## src/rtl/car_pkg.sv

```systemverilog
// Shared widths, coefficient record layout and sequencer state encoding for the CAR channel sequencer.
package car_pkg;

    localparam int CAR_DATA_W   = 31;
    localparam int CAR_PARA_W   = 9;
    localparam int CAR_NUM_PARA = 5;

    typedef struct packed {
        logic [CAR_PARA_W-1:0] a0;
        logic [CAR_PARA_W-1:0] c0;
        logic [CAR_PARA_W-1:0] r;
        logic [CAR_PARA_W-1:0] g;
        logic [CAR_PARA_W-1:0] h;
    } car_para_t;

    typedef enum logic [2:0] {
        SEQ_IDLE  = 3'd0,
        SEQ_FETCH = 3'd1,
        SEQ_ISSUE = 3'd2,
        SEQ_WAIT  = 3'd3,
        SEQ_EMIT  = 3'd4
    } car_seq_state_e;

    // Index width that stays at least one bit for single-entry configurations.
    function automatic int car_idx_w(input int n);
        return (n > 1) ? $clog2(n) : 1;
    endfunction

endpackage

```

## src/rtl/car_channel_sequencer_if.sv

```systemverilog
// Request/result handshake between the sequencer (master) and the external CAR compute unit (slave).
interface car_channel_sequencer_if #(
    parameter int DATA_W = car_pkg::CAR_DATA_W,
    parameter int PARA_W = car_pkg::CAR_PARA_W
);
    logic [DATA_W-1:0]                       car_x_o;
    logic [DATA_W-1:0]                       car_z1_o;
    logic [DATA_W-1:0]                       car_z2_o;
    logic [car_pkg::CAR_NUM_PARA*PARA_W-1:0] car_para_o;
    logic                                    car_valid_o;
    logic                                    car_ready_i;
    logic [DATA_W-1:0]                       car_y_i;
    logic [DATA_W-1:0]                       car_z1_i;
    logic [DATA_W-1:0]                       car_z2_i;
    logic                                    car_valid_i;
    logic                                    car_ready_o;

    modport master (
        output car_x_o, car_z1_o, car_z2_o, car_para_o, car_valid_o, car_ready_o,
        input  car_ready_i, car_y_i, car_z1_i, car_z2_i, car_valid_i
    );

    modport slave (
        input  car_x_o, car_z1_o, car_z2_o, car_para_o, car_valid_o, car_ready_o,
        output car_ready_i, car_y_i, car_z1_i, car_z2_i, car_valid_i
    );
endinterface

```

## src/rtl/car_state_mem.sv

```systemverilog
// Per-channel z1/z2 filter state: one write port, asynchronous read, cleared by reset.
// Write takes effect on the next rising edge; no backpressure.
module car_state_mem #(
    parameter int NUM_ENTRIES = 8,
    parameter int DATA_W      = 31,
    parameter int ADDR_W      = 3
) (
    input  logic              clk,
    input  logic              rst_i,
    input  logic              we_i,
    input  logic [ADDR_W-1:0] waddr_i,
    input  logic [DATA_W-1:0] z1_wdat_i,
    input  logic [DATA_W-1:0] z2_wdat_i,
    input  logic [ADDR_W-1:0] raddr_i,
    output logic [DATA_W-1:0] z1_rdat_o,
    output logic [DATA_W-1:0] z2_rdat_o
);
    logic [DATA_W-1:0] z1_q [NUM_ENTRIES];
    logic [DATA_W-1:0] z2_q [NUM_ENTRIES];
    logic [DATA_W-1:0] z1_d [NUM_ENTRIES];
    logic [DATA_W-1:0] z2_d [NUM_ENTRIES];

    always_comb begin
        z1_d = z1_q;
        z2_d = z2_q;
        if (we_i) begin
            z1_d[waddr_i] = z1_wdat_i;
            z2_d[waddr_i] = z2_wdat_i;
        end
    end

    always_ff @(posedge clk or posedge rst_i) begin
        if (rst_i) begin
            for (int i = 0; i < NUM_ENTRIES; i++) begin
                z1_q[i] <= '0;
                z2_q[i] <= '0;
            end
        end else begin
            z1_q <= z1_d;
            z2_q <= z2_d;
        end
    end

    assign z1_rdat_o = z1_q[raddr_i];
    assign z2_rdat_o = z2_q[raddr_i];
endmodule

```

## src/rtl/car_channel_sequencer.sv

```systemverilog
// Walks one sample through NUM_CHANNELS cascaded CAR stages on an external compute unit; request 2 cycles after accept.
// Each handshake stalls until its partner is ready; define CAR_TIMEOUT_EN for a sticky WAIT watchdog.
module car_channel_sequencer
    import car_pkg::*;
#(
    parameter int NUM_CHANNELS            = 8,
    parameter int NUM_BIT_RESOLUTION_DATA = CAR_DATA_W,
    parameter int NUM_BIT_RESOLUTION_PARA = CAR_PARA_W,
    parameter int TIMEOUT_CYCLES          = 64
) (
    input  logic                                              clk,
    input  logic                                              rst_i,
    input  logic                                              sample_valid_i,
    output logic                                              sample_ready_o,
    input  logic [NUM_BIT_RESOLUTION_DATA-1:0]                sample_i,
    output logic [car_idx_w(NUM_CHANNELS)-1:0]                para_addr_o,
    input  logic [CAR_NUM_PARA*NUM_BIT_RESOLUTION_PARA-1:0]   para_i,
    car_channel_sequencer_if.master                           car,
    output logic [NUM_BIT_RESOLUTION_DATA-1:0]                y_o,
    output logic [car_idx_w(NUM_CHANNELS)-1:0]                ch_o,
    output logic                                              y_valid_o,
    input  logic                                              y_ready_i,
    output logic                                              busy_o,
    output logic                                              error_o
);
    localparam int DW     = NUM_BIT_RESOLUTION_DATA;
    localparam int PBW    = CAR_NUM_PARA * NUM_BIT_RESOLUTION_PARA;
    localparam int CH_W   = car_idx_w(NUM_CHANNELS);
    localparam logic [CH_W-1:0] LAST_CH = CH_W'(NUM_CHANNELS - 1);

    if (TIMEOUT_CYCLES < 1) begin : g_bad_timeout_cfg
        $error("TIMEOUT_CYCLES must be at least 1");
    end

    car_seq_state_e  state_q, state_d;
    logic [CH_W-1:0] ch_q, ch_d;
    logic [DW-1:0]   x_q, x_d;
    logic [DW-1:0]   y_q, y_d;
    logic [DW-1:0]   car_x_q, car_x_d;
    logic [DW-1:0]   car_z1_q, car_z1_d;
    logic [DW-1:0]   car_z2_q, car_z2_d;
    logic [PBW-1:0]  car_para_q, car_para_d;
    logic            mem_we;
    logic [DW-1:0]   mem_z1_rd, mem_z2_rd;

`ifdef CAR_TIMEOUT_EN
    localparam int TMO_W = car_idx_w(TIMEOUT_CYCLES);
    localparam logic [TMO_W-1:0] TMO_LAST = TMO_W'(TIMEOUT_CYCLES - 1);
    logic [TMO_W-1:0] tmo_cnt_q, tmo_cnt_d;
    logic             error_q, error_d;
`endif

    always_comb begin
        state_d    = state_q;
        ch_d       = ch_q;
        x_d        = x_q;
        y_d        = y_q;
        car_x_d    = car_x_q;
        car_z1_d   = car_z1_q;
        car_z2_d   = car_z2_q;
        car_para_d = car_para_q;
        mem_we     = 1'b0;
`ifdef CAR_TIMEOUT_EN
        tmo_cnt_d  = '0;
        error_d    = error_q;
`endif
        case (state_q)
            SEQ_IDLE: begin
                if (sample_valid_i) begin
                    x_d     = sample_i;
                    ch_d    = '0;
                    state_d = SEQ_FETCH;
                end
            end
            SEQ_FETCH: begin
                car_x_d    = x_q;
                car_z1_d   = mem_z1_rd;
                car_z2_d   = mem_z2_rd;
                car_para_d = para_i;
                state_d    = SEQ_ISSUE;
            end
            SEQ_ISSUE: begin
                if (car.car_ready_i) state_d = SEQ_WAIT;
            end
            SEQ_WAIT: begin
                if (car.car_valid_i) begin
                    mem_we  = 1'b1;
                    y_d     = car.car_y_i;
                    state_d = SEQ_EMIT;
                end
`ifdef CAR_TIMEOUT_EN
                // Abandon the sample: state memory keeps its previous contents.
                else if (tmo_cnt_q == TMO_LAST) begin
                    error_d = 1'b1;
                    ch_d    = '0;
                    state_d = SEQ_IDLE;
                end else begin
                    tmo_cnt_d = tmo_cnt_q + TMO_W'(1);
                end
`endif
            end
            SEQ_EMIT: begin
                if (y_ready_i) begin
                    if (ch_q == LAST_CH) begin
                        ch_d    = '0;
                        state_d = SEQ_IDLE;
                    end else begin
                        // Cascade: this channel's output is the next channel's input.
                        ch_d    = ch_q + CH_W'(1);
                        x_d     = y_q;
                        state_d = SEQ_FETCH;
                    end
                end
            end
            default: state_d = SEQ_IDLE;
        endcase
    end

    always_ff @(posedge clk or posedge rst_i) begin
        if (rst_i) begin
            state_q    <= SEQ_IDLE;
            ch_q       <= '0;
            x_q        <= '0;
            y_q        <= '0;
            car_x_q    <= '0;
            car_z1_q   <= '0;
            car_z2_q   <= '0;
            car_para_q <= '0;
        end else begin
            state_q    <= state_d;
            ch_q       <= ch_d;
            x_q        <= x_d;
            y_q        <= y_d;
            car_x_q    <= car_x_d;
            car_z1_q   <= car_z1_d;
            car_z2_q   <= car_z2_d;
            car_para_q <= car_para_d;
        end
    end

`ifdef CAR_TIMEOUT_EN
    always_ff @(posedge clk or posedge rst_i) begin
        if (rst_i) begin
            tmo_cnt_q <= '0;
            error_q   <= 1'b0;
        end else begin
            tmo_cnt_q <= tmo_cnt_d;
            error_q   <= error_d;
        end
    end
    assign error_o = error_q;
`else
    assign error_o = 1'b0;
`endif

    car_state_mem #(
        .NUM_ENTRIES (NUM_CHANNELS),
        .DATA_W      (DW),
        .ADDR_W      (CH_W)
    ) u_state_mem (
        .clk       (clk),
        .rst_i     (rst_i),
        .we_i      (mem_we),
        .waddr_i   (ch_q),
        .z1_wdat_i (car.car_z1_i),
        .z2_wdat_i (car.car_z2_i),
        .raddr_i   (ch_q),
        .z1_rdat_o (mem_z1_rd),
        .z2_rdat_o (mem_z2_rd)
    );

    assign sample_ready_o  = (state_q == SEQ_IDLE);
    assign busy_o          = (state_q != SEQ_IDLE);
    assign para_addr_o     = ch_q;
    assign car.car_x_o     = car_x_q;
    assign car.car_z1_o    = car_z1_q;
    assign car.car_z2_o    = car_z2_q;
    assign car.car_para_o  = car_para_q;
    assign car.car_valid_o = (state_q == SEQ_ISSUE);
    assign car.car_ready_o = (state_q == SEQ_WAIT);
    assign y_o             = y_q;
    assign ch_o            = ch_q;
    assign y_valid_o       = (state_q == SEQ_EMIT);
endmodule

```

## src/flat_wrapper.sv

```systemverilog
// flat-port wrapper written by rule: the top's interface ports become plain ports
module car_channel_sequencer_flat import car_pkg::*;
#(
    parameter int NUM_CHANNELS            = 8,
    parameter int NUM_BIT_RESOLUTION_DATA = CAR_DATA_W,
    parameter int NUM_BIT_RESOLUTION_PARA = CAR_PARA_W,
    parameter int TIMEOUT_CYCLES          = 64
)
  (clk, rst_i, sample_valid_i, sample_ready_o, sample_i, para_addr_o, para_i, y_o, ch_o, y_valid_o, y_ready_i, busy_o, error_o, car_car_x_o, car_car_z1_o, car_car_z2_o, car_car_para_o, car_car_valid_o, car_car_ready_o, car_car_ready_i, car_car_y_i, car_car_z1_i, car_car_z2_i, car_car_valid_i);
  car_channel_sequencer_if #(.DATA_W((31)), .PARA_W((9))) car_i ();
  input  logic clk;
  input  logic rst_i;
  input  logic sample_valid_i;
  output logic sample_ready_o;
  input  logic [NUM_BIT_RESOLUTION_DATA-1:0] sample_i;
  output logic [car_idx_w(NUM_CHANNELS)-1:0] para_addr_o;
  input  logic [CAR_NUM_PARA*NUM_BIT_RESOLUTION_PARA-1:0] para_i;
  output logic [NUM_BIT_RESOLUTION_DATA-1:0] y_o;
  output logic [car_idx_w(NUM_CHANNELS)-1:0] ch_o;
  output logic y_valid_o;
  input  logic y_ready_i;
  output logic busy_o;
  output logic error_o;
  output wire logic [$bits(car_i.car_x_o)-1:0] car_car_x_o;
  output wire logic [$bits(car_i.car_z1_o)-1:0] car_car_z1_o;
  output wire logic [$bits(car_i.car_z2_o)-1:0] car_car_z2_o;
  output wire logic [$bits(car_i.car_para_o)-1:0] car_car_para_o;
  output wire logic [$bits(car_i.car_valid_o)-1:0] car_car_valid_o;
  output wire logic [$bits(car_i.car_ready_o)-1:0] car_car_ready_o;
  input wire logic [$bits(car_i.car_ready_i)-1:0] car_car_ready_i;
  input wire logic [$bits(car_i.car_y_i)-1:0] car_car_y_i;
  input wire logic [$bits(car_i.car_z1_i)-1:0] car_car_z1_i;
  input wire logic [$bits(car_i.car_z2_i)-1:0] car_car_z2_i;
  input wire logic [$bits(car_i.car_valid_i)-1:0] car_car_valid_i;
  assign car_car_x_o = car_i.car_x_o;
  assign car_car_z1_o = car_i.car_z1_o;
  assign car_car_z2_o = car_i.car_z2_o;
  assign car_car_para_o = car_i.car_para_o;
  assign car_car_valid_o = car_i.car_valid_o;
  assign car_car_ready_o = car_i.car_ready_o;
  assign car_i.car_ready_i = car_car_ready_i;
  assign car_i.car_y_i = car_car_y_i;
  assign car_i.car_z1_i = car_car_z1_i;
  assign car_i.car_z2_i = car_car_z2_i;
  assign car_i.car_valid_i = car_car_valid_i;
  car_channel_sequencer #(.NUM_CHANNELS(NUM_CHANNELS), .NUM_BIT_RESOLUTION_DATA(NUM_BIT_RESOLUTION_DATA), .NUM_BIT_RESOLUTION_PARA(NUM_BIT_RESOLUTION_PARA), .TIMEOUT_CYCLES(TIMEOUT_CYCLES)) u_core (.clk(clk), .rst_i(rst_i), .sample_valid_i(sample_valid_i), .sample_ready_o(sample_ready_o), .sample_i(sample_i), .para_addr_o(para_addr_o), .para_i(para_i), .car(car_i), .y_o(y_o), .ch_o(ch_o), .y_valid_o(y_valid_o), .y_ready_i(y_ready_i), .busy_o(busy_o), .error_o(error_o));
endmodule
```

## config.mk

```make
export PLATFORM = sky130hd
export DESIGN_NAME = car_channel_sequencer_flat
export DESIGN_NICKNAME = d
export VERILOG_FILES = /design/src/rtl/car_pkg.sv /design/src/rtl/car_channel_sequencer_if.sv /design/src/rtl/car_state_mem.sv /design/src/rtl/car_channel_sequencer.sv /design/src/flat_wrapper.sv
export SDC_FILE = /design/constraint.sdc
export NUM_CORES = 1
export LEC_CHECK = 0
export CAP_MARGIN = 30
export CORE_MARGIN = 2
export CORE_UTILIZATION = 56
export DETAILED_ROUTE_END_ITERATION = 8
export PLACE_DENSITY_LB_ADDON = 0.05
export SETUP_SLACK_MARGIN = 0.05
export SLEW_MARGIN = 20
export SYNTH_ARGS = -nofsm -noshare
export SYNTH_HDL_FRONTEND = slang
export SYNTH_HIERARCHICAL = 1
export SYNTH_SLANG_ARGS = --single-unit
```

## constraint.sdc

```tcl
create_clock -name clk -period 27.2 [get_ports clk]
set_clock_uncertainty 0.05 [all_clocks]
set_input_delay 8.16 -clock clk [delete_from_list [all_inputs] [get_ports clk]]
set_output_delay 8.16 -clock clk [all_outputs]
set_load 0.05 [all_outputs]
```

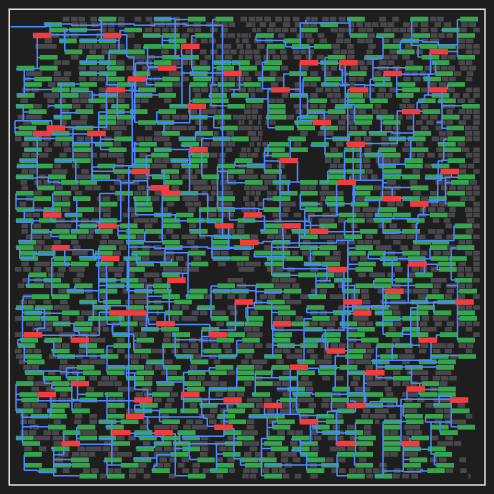
*Clock wires, drivers and flops, run 1*
Drawn at 2 px/um.
Key: blue = clock wires [length 8430 um]; red = cells driving clock nets [count 75]; green = flip-flops [count 702]
There are 76 routed clock nets.
Clock net power: 1020 uW
clock latency reported for the late side of the worst-skew pair: 0.60 ns
Clock power frac: 0.254

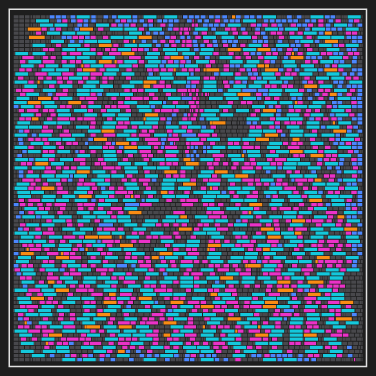
*Placed cells, one color a class, run 1*
Drawn at 1.5 px/um. Fill, decap, tap and diode cells in gray.
Key: cyan = flops [cells 702, share of their area 49%]; blue = other buffers and delay cells [cells 393, share of their area 11%]; magenta = all other logic [cells 960, share of their area 33%]; orange = clock drivers and dummy loads [cells 132, share of their area 6.9%]
post-layout util: 0.6878
Final Cell Area: 37020 um^2
Site Rows: 85
flop share of the area: 0.4749
Core Box Area: 53810 um^2

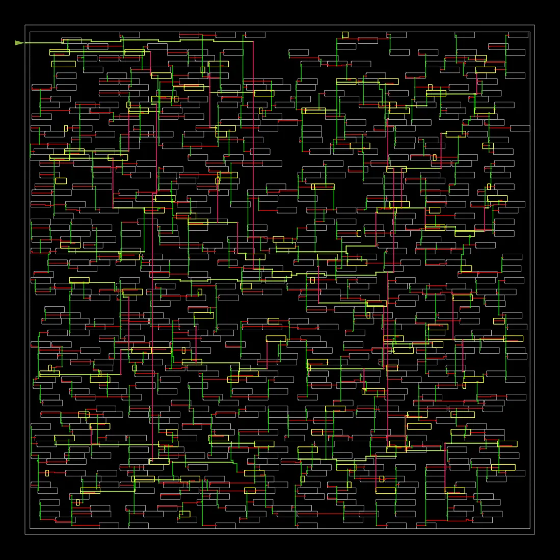
*Clock routing, run 1*
flip-flops: 702
clkbuf count: 113
CTS Buf Count: 75
CTS Sinks: 702

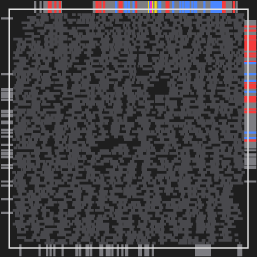
*Pin map, run 1*
Drawn at 1 px/um. Pins as bars across the die edge, other pins in gray.
Key: blue = car_car_x_o [pins 31, direction output, edge 25 top, 6 right]; magenta = car_car_ready_o [pins 1, direction output, edge top]; yellow = para_addr_o [pins 3, direction output, edge top]; red = para_i [pins 45, direction input, edge 26 right, 19 top]
All pins by edge: 173 top, 105 right, 49 bottom, 29 left.

==> run 1: power by group through the flow <==
stage	Clock (uW)	Sequential, uW	Combinational (uW)
after global routing	1100	1520	1590
final	1020	1490	1510
after CTS	1050	1500	1520
after detailed placement	0	1510	1520
after floorplan	0	1900	659
after global placement	0	1490	1490
==> run 1: cells in the final DEF (no fill, tap or decap), drive strengths merged, types with 2 or more instances in the layout <==
cell	count
mux2	789
dfrtp	702
clkdlybuf4s50	354
mux4	124
clkbuf	113
buf	39
clkinv	13
inv	9
diode	4
bufinv	4
a22o	3
nand2	3
nand4b	3
nor4bb	3
nor2	2
o21ai	2
nor2b	2
o22ai	2
ha	2
==> run 1: worst max-delay path by stage <==
stage                                              end  slack (ns)  depth (start not counted)
after floorplan             u_core/u_state_mem/z1_q[0]        5.14                          1
after global placement    u_core/u_state_mem/z1_q[110]       15.49                          7
final                     u_core/u_state_mem/z1_q[104]       16.04                          7
after global routing      u_core/u_state_mem/z1_q[107]       15.90                          7
after CTS                 u_core/u_state_mem/z1_q[107]       16.05                          7
after detailed placement  u_core/u_state_mem/z2_q[118]       15.42                          7
==> run 1: layout make-up <==
cell class / instances / area [um^2]
clock inverter: 19 / 201.4
inverter: 8 / 45.04
fill: 3642 / 16800
clock buffer: 113 / 2295
antenna: 4 / 10.01
tap: 696 / 870.8
sequential: 702 / 17580
timing repair buffer: 393 / 3974
multi-input combinational: 952 / 12040
==> run 1: stage by stage <==
stage	instances	hold WS (ns)	total power, uW	area (um^2)
after floorplan	1782	0.4022	2563	30440
final	2887	0.4399	4025	37020
after global routing	2885	0.4531	4210	37010
after detailed placement	2746	0.4237	3031	34400
after CTS	2878	0.4385	4066	36900
after global placement	2742	0.4143	2982	34300
==> out/results.txt, run 1 <==
Grt ovf = 0
Internal power = 2644 uW
Hold_sp = u_core/u_state_mem/z1_q[245]
HP Class = flop to flop
M2 GR Usage = 0.4288
LEAKAGE = 0.01673 uW
Crit path DRT = 27.62 ns
Via count = 16700
Cycle use final = 0.4104
DP HPWL = 41190 um
Worst setup path category = primary input to flop
H-tree depth = 3
Maximum root-to-sink buffer count = 3
Synth top area share = 0.5771
Post-CTS resize count = 0
Crit. End Element = flop
Post-CTS Setup Repair Bufs = 0
CP arrival = 11.59 ns
Seq/Total Area, Yosys = 0.5771
Port bufs = 354
Worst r2r src = u_core/state_q[2]
EDFF count, synth = 0
Post-route antenna net violation count = 0
Number of vias per cell = 5.784
Chip area = 56240 um^2
GRT Total Usage = 0.2479
Yosys cell count = 1782
Yosys adder share = 0.0008221
Main area contributors = dfrtp_1 58%, mux2_2 29%, mux4_2 9.2%, buf_2 1.0%, buf_6 0.74%
CTS tree = built
Worst path slowest cell = nor4bb_4
Status = completed
Nets = 2309
Synthesized registers = 702
FF-to-FF setup slack = 23.15 ns
F_max = 0.08958 GHz
Initial antenna violation count = 7
Die x size = 237.1 um
Worst path bufs/invs = 4
Sw Share = 0.3433
Top cells by count, synth = 782 x mux2_2, 702 x dfrtp_1, 124 x mux4_2
Cell Type Count = 37
Final hold vios = 0
Max_slew headroom = 0.3581
Power share of the sequential group = 0.370
WL met1 = 28620 um
Pre-CTS setup slack = 15.42 ns
Startpoint Class = primary input
Synth logic family = multiplexers
Vias in the first global route = 18230
Final setup margin = 16.04 ns
Area grow syn2layout = 21.60%
Fin crit period = 11.16 ns
Number of iterations in the first detailed-routing pass = 5
VDD IR max = 0.00006951 V
Initial drt markers = 797
Most frequent CP cell = buf_4
IO Pins = 356
CTS clk-pin slew, worst paths = 0.06 ns
Met2 wire length = 35370 um
Main flop type = dfrtp_1
DR top layer = met5
Hold buffer count at CTS = 0
TNS Setup = 0 ns
First-pass GRT wire length = 107200 um
Largest fanout on the critical path = 51
Crit path launch = car_car_valid_i
Maxcap violations = 0
WL/cell = 23.64 um
Asr flop ratio synth = 1.000
AND-OR/OR-AND share of the synthesized area = 0.002672
Total wire length = 68260 um
Crit path max-delay family = buffers and inverters
Busiest layer in global routing = met2
# setup viols final = 0
Cells after synthesis = 1782
Hold depth = 1
Most frequent cell after synthesis = mux2_2
==> run 2, diff against run 1 <==
--- a/config.mk
+++ b/config.mk
@@ -7,7 +7,7 @@
 export LEC_CHECK = 0
 export CAP_MARGIN = 30
 export CORE_MARGIN = 2
-export CORE_UTILIZATION = 56
+export CORE_UTILIZATION = 51
 export DETAILED_ROUTE_END_ITERATION = 8
 export PLACE_DENSITY_LB_ADDON = 0.05
 export SETUP_SLACK_MARGIN = 0.05
==> constraint.sdc (replaced) <==
create_clock -name clk -period 9 [get_ports clk]
set_clock_uncertainty 0.05 [all_clocks]
set_input_delay 2.7 -clock clk [delete_from_list [all_inputs] [get_ports clk]]
set_output_delay 2.7 -clock clk [all_outputs]
set_load 0.05 [all_outputs]
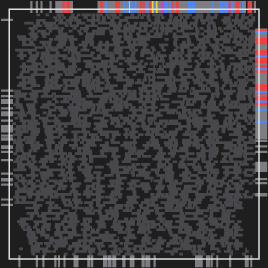
*Pin map, run 2*
Drawn at 1 px/um. Pins as bars across the die edge, other pins in gray.
Key: magenta = car_car_ready_o [pins 1, direction output, edge top]; blue = car_car_x_o [pins 31, direction output, edge 24 top, 7 right]; red = para_i [pins 45, direction input, edge 23 right, 22 top]; yellow = para_addr_o [pins 3, direction output, edge top]
Die Span Y: 248.3 um
port bufs: 354
die x size: 248.3 um

==> run 2 against run 1 <==
First-iteration DRC count down 11%; combinational power rose to 3.0 times the previous value; routed wire length up 0.27%; clock power rose to 3.1 times the previous value; total power rose to 3.0 times the previous value; flip-flop count unchanged; cell count up 2.5%; die area up 9.6%; utilization down 5.9 points; critical endpoint is now sample_ready_o; largest cell class unchanged.
==> out/results.txt, run 2 <==
Status = completed
Nets = 2305
Worst setup path category = flop to primary output
TNS Setup = 0 ns
HP Class = flop to flop
Total power = 12240 uW
Fin crit period = 5.519 ns
Power share of the sequential group = 0.370
Site Rows = 89
Placement-stage cell area = 34480 um^2
Cycle use final = 0.6132
Worst slew pin tran = 0.9616 ns
Pre-CTS setup slack = 3.472 ns
Main area contributors = dfrtp_1 58%, mux2_2 29%, mux4_2 9.2%, buf_2 1.0%, buf_6 0.74%
Avg Inst Size Synth = 17.08 um^2
Clock latency reported for the late side of the worst-skew pair = 0.60 ns
Hold endpoint = u_core/u_state_mem/z1_q[220]
Post-route antenna net violation count = 0
Chip area line of the yosys report = 30440 um^2
F_max = 0.1812 GHz
Most frequent cell after synthesis = mux2_2
Synth top area share = 0.5771
Grt ovf = 0
Worst r2r src = u_core/ch_o[0]
Top cells excl fill/tap = 782 x mux2_2, 698 x dfrtp_1, 354 x clkdlybuf4s50_1, 124 x mux4_2, 81 x clkbuf_16
Core Box Area = 59020 um^2
Largest fanout on the critical path = 42
Final hold vios = 0
Post-CTS resize count = 0
Initial drt markers = 713
Maxcap violations = 0
FF-to-FF End = u_core/car.car_z1_o[5]
Startpoint Class = flop
CTS Buf Count = 74
Crit. End Element = primary output
Total wire length = 68440 um
Synth area leader = dfrtp_1
FF-to-FF setup slack = 5.40 ns
Mapped Area = 30440 um^2
GRT Total Usage = 0.2273
Chip area = 61660 um^2
Largest net degree at the start of global routing = 203
CTS Sinks = 702
Log Warnings = 39
Share of layout cells above drive strength 1 = 0.4911
Area grow syn2layout = 22.01%
Number of vias per cell = 5.600
Part of the power in combinational logic = 0.370
Maximum root-to-sink buffer count = 3
DP HPWL = 41600 um
Slew Viols, Final = 0
CP arrival = 2.77 ns
IO Pins = 356
Clock power frac = 0.260
Psw = 4172 uW
Final hold slack = 0.4298 ns
Hold_sp = u_core/u_state_mem/z1_q[220]
WL/cell = 23.12 um
DRC viols = 0
VDD IR max = 0.0002785 V
Initial Utilization = 0.5158
Asr flop ratio synth = 1.000
Max_slew headroom = 0.3589
H-tree depth = 3
Via count = 16580
CTS clk-pin slew, worst paths = 0.06 ns
Initial antenna violation count = 4
Hold buffer count at CTS = 0
Dpl cells = 2822
Seq/Total Area, Yosys = 0.5771
Most frequent logic cell in the layout = mux2_2
Final Cell Area = 37140 um^2
Final setup margin = 3.481 ns
Cells after synthesis = 1782
CTS tree = built
Number of iterations in the first detailed-routing pass = 4
EDFF count, synth = 0
Main flop type = dfrtp_1
Top cells by count, synth = 782 x mux2_2, 702 x dfrtp_1, 124 x mux4_2
Final RePlAce weighted congestion = 0.7406
PwrDens = 329.5 nW/um^2
Finished Layout Cells = 2960
Synth Net Count = 1959
Vias in the first global route = 18130
Yosys warnings = 6
Post-CTS Setup Repair Bufs = 0
# setup viols final = 0
Synthesized registers = 702
First-pass GRT wire length = 107200 um
LEAKAGE = 0.01674 uW
Sw Share = 0.3409
Post-layout util = 0.6293
Hold depth = 1
Crit path DRT = 6.25 ns
Reg2Reg Depth = 5
Clk root buf = clkbuf_16
Cell Type Count = 37
RSZ-0062 raised after global routing = false
Internal power = 8066 uW
Yosys cell count = 1782
run 2: cell counts after synthesis:
Identical to the previous run, type by type.
run 2: cells by family after synthesis:
logic type / after synthesis / share of synthesized area
muxes: 914 / 0.3839
DFF: 702 / 0.5771
buffers and inverters: 128 / 0.02906
and+or+nand+nor: 25 / 0.006290
AOI/OAI and AO/OA: 10 / 0.002672
adders and majority gates: 2 / 0.0008219
other: 1 / 0.0001232
run 2: power by group through the flow:
stage               clock network, uW  logic, uW  registers [uW]
floorplan                           0       1990            5760
global placement                    0       4500            4530
detailed placement                  0       4570            4580
CTS                              3260       4590            4540
global route                     3400       4780            4650
finish                           3180       4530            4530
run 2: worst max path at each step:
stage                                  from                            to  slack (ns)  cells after the start
final                     u_core/state_q[2]                sample_ready_o        3.48                      3
after global placement      car_car_valid_i  u_core/u_state_mem/z2_q[213]        3.52                      7
after CTS                 u_core/state_q[2]                sample_ready_o        3.42                      3
after floorplan                       rst_i    u_core/u_state_mem/z1_q[0]       -0.48                      1
after global routing      u_core/state_q[2]                sample_ready_o        3.34                      3
after detailed placement    car_car_valid_i  u_core/u_state_mem/z1_q[214]        3.47                      7
run 2: per-layer routing:
metal | global-route usage | vias up | part of all wire
li1 | - | 7314 | -
met1 | 0.3013 | 8870 | 0.43
met2 | 0.3894 | 284 | 0.51
met3 | 0.03965 | 103 | 0.039
met4 | 0.05935 | 6 | 0.023
met5 | 0 | - | 0.00060
run 2: area by class of cell:
cell class	instances	area, um^2
diodes	2	5.005
clock buffers	116	2349
clock inverters	17	235.2
fillers	4391	21880
inverters	8	41.29
multi-input cells	952	12040
flip-flops and latches	702	17580
well taps	773	967.2
repair buffers	390	3924
run 2: worst max-delay path: stages (launching register included):
cell	delay (ns)
dfrtp_2	0.74
or3_1	0.54
inv_1	0.08
clkdlybuf4s50_1	0.79
==> run 3, diff against run 2 <==
==> constraint.sdc (replaced) <==
create_clock -name clk -period 4.7 [get_ports clk]
set_clock_uncertainty 0.05 [all_clocks]
set_input_delay 1.41 -clock clk [delete_from_list [all_inputs] [get_ports clk]]
set_output_delay 1.41 -clock clk [all_outputs]
set_load 0.05 [all_outputs]
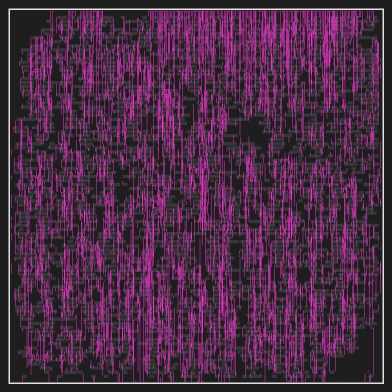
*The metal 2 layer, run 3*
Drawn at 1.5 px/um. Cells faint in the background.
2243 nets have wire on it. The layer carries 35.1 mm of wire. The wires run mostly vertical. The layer holds 51% of the routed length. The longest straight run is 95.2 um.

==> run 3 against run 2 <==
Utilization is essentially flat; critical path type unchanged; combinational power increased by 93%; die area unchanged; sequential power grew about 90%; clock power grew 82%; register-to-register slack got worse by 3.8 ns; first-iteration DRC count down 19%.
==> out/results.txt, run 3 <==
GR Util met1 = 0.2974
EDFF count, synth = 0
Top cells excl fill/tap = 782 x mux2_2, 698 x dfrtp_1, 354 x clkdlybuf4s50_1, 124 x mux4_2, 81 x clkbuf_16
TNS Setup = 0 ns
DP HPWL = 42370 um
Clock latency reported for the late side of the worst-skew pair = 0.60 ns
Core Box Area = 59020 um^2
FF-to-FF setup slack = 1.62 ns
Number of iterations in the first detailed-routing pass = 4
M2 GR Usage = 0.3905
Max_slew headroom = 0.4101
F_max = 0.2534 GHz
H-tree depth = 3
Clk root buf = clkbuf_16
Initial drt markers = 579
Hold buffer count at CTS = 0
Mapped Area = 30440 um^2
Port bufs = 354
Synthesized registers = 702
Crit. End Element = primary output
CTS clk-pin slew, worst paths = 0.05 ns
GRT Total Usage = 0.2267
Post-CTS Setup Repair Bufs = 0
Via count = 16690
Status = completed
Final hold slack = 0.4349 ns
Mux frac, synth = 0.3839
FF-to-FF End = u_core/x_q[10]
Log Warnings = 29
CTS Buf Count = 76
Final hold vios = 0
Main flop type = dfrtp_1
Synth logic family = multiplexers
Slew Viols, Final = 0
Yosys adder share = 0.0008221
Die x size = 248.3 um
Die Span Y = 248.3 um
DRC viols = 0
Maxcap violations = 0
VDD IR max = 0.0005046 V
AND-OR/OR-AND share of the synthesized area = 0.002672
XOR-XNOR Cells, Area Fraction = 0
Startpoint Class = flop
Cycle use final = 0.8397
Crit path launch = u_core/state_q[2]
Storage element area = 17580 um^2
RSZ-0062 raised after global routing = false
Most frequent logic cell in the layout = mux2_2
Yosys simple share = 0.006289
Yosys warnings = 6
Avg Inst Size Synth = 17.08 um^2
Seq/Total Area, Yosys = 0.5771
Maximum root-to-sink buffer count = 3
CTS tree = built
Site Rows = 89
Filler Cells Inserted = 4348
Initial antenna violation count = 3
Reg2Reg Depth = 7
Total wire length = 68440 um
Post-route antenna net violation count = 0
CTS Sinks = 702
Hold endpoint = u_core/x_q[12]
WL/cell = 23.07 um
Cell Type Count = 37
Asr flop ratio synth = 1.000
Chip area = 61660 um^2
Crit path DRT = 3.24 ns
Post-layout util = 0.6295
Total power = 23140 uW
Post-CTS resize count = 0
Busiest layer in global routing = met2
Grt met3 use = 0.03792
# setup viols final = 0
Worst slew pin tran = 0.8848 ns
Yosys cell count = 1782
Area grow syn2layout = 22.04%
IO Pins = 356
## run 3: cell counts after synthesis
Identical to the previous run, type by type.
## run 3: worst max-delay path, stage by stage (launching register included)
cell,delay (ns)
dfrtp_2,0.36
buf_4,0.47
nand2_1,0.13
inv_1,0.08
clkdlybuf4s50_1,0.85
## run 3: kinds of logic after synthesis
| kind of cell | count (synthesis) |
|---|---|
| and+or+nand+nor | 25 |
| AOI/OAI and AO/OA | 10 |
| buffers and inverters | 128 |
| adders and majority gates | 2 |
| DFF | 702 |
| muxes | 914 |
| other | 1 |
## run 3: metrics by stage
| stage | cells | setup slack [ns] | area [um^2] |
|---|---|---|---|
| finish | 2967 | 0.7534 | 37150 |
| global route | 2967 | 0.6493 | 37150 |
| CTS | 2967 | 0.6894 | 37150 |
| detailed placement | 2839 | 0.9567 | 34740 |
| global placement | 2838 | 0.9909 | 34710 |
| floorplan | 1782 | -3.489 | 30450 |
## run 3: final cells by class
| type | count | share of cell area |
|---|---|---|
| multi-input cells | 952 | 0.3241 |
| inverters | 8 | 0.001010 |
| flip-flops and latches | 702 | 0.4732 |
| clock inverters | 11 | 0.003503 |
| clock buffers | 117 | 0.06143 |
| well taps | 773 | 0.02603 |
| repair buffers | 404 | 0.1107 |
## run 3: routing by layer
layer	share of wire	vias up
met5	0.00061	-
met3	0.043	81
li1	-	7348
met1	0.42	8961
met4	0.020	6
met2	0.51	292
## run 3: report_power, final
group	leakage, uW	switching, uW	internal, uW	total, uW
clock	0.00119	2300	3480	5790
sequential	0.00923	895	7700	8590
combinational	0.00632	4740	4020	8760
Power and IR drop assume default switching activity.
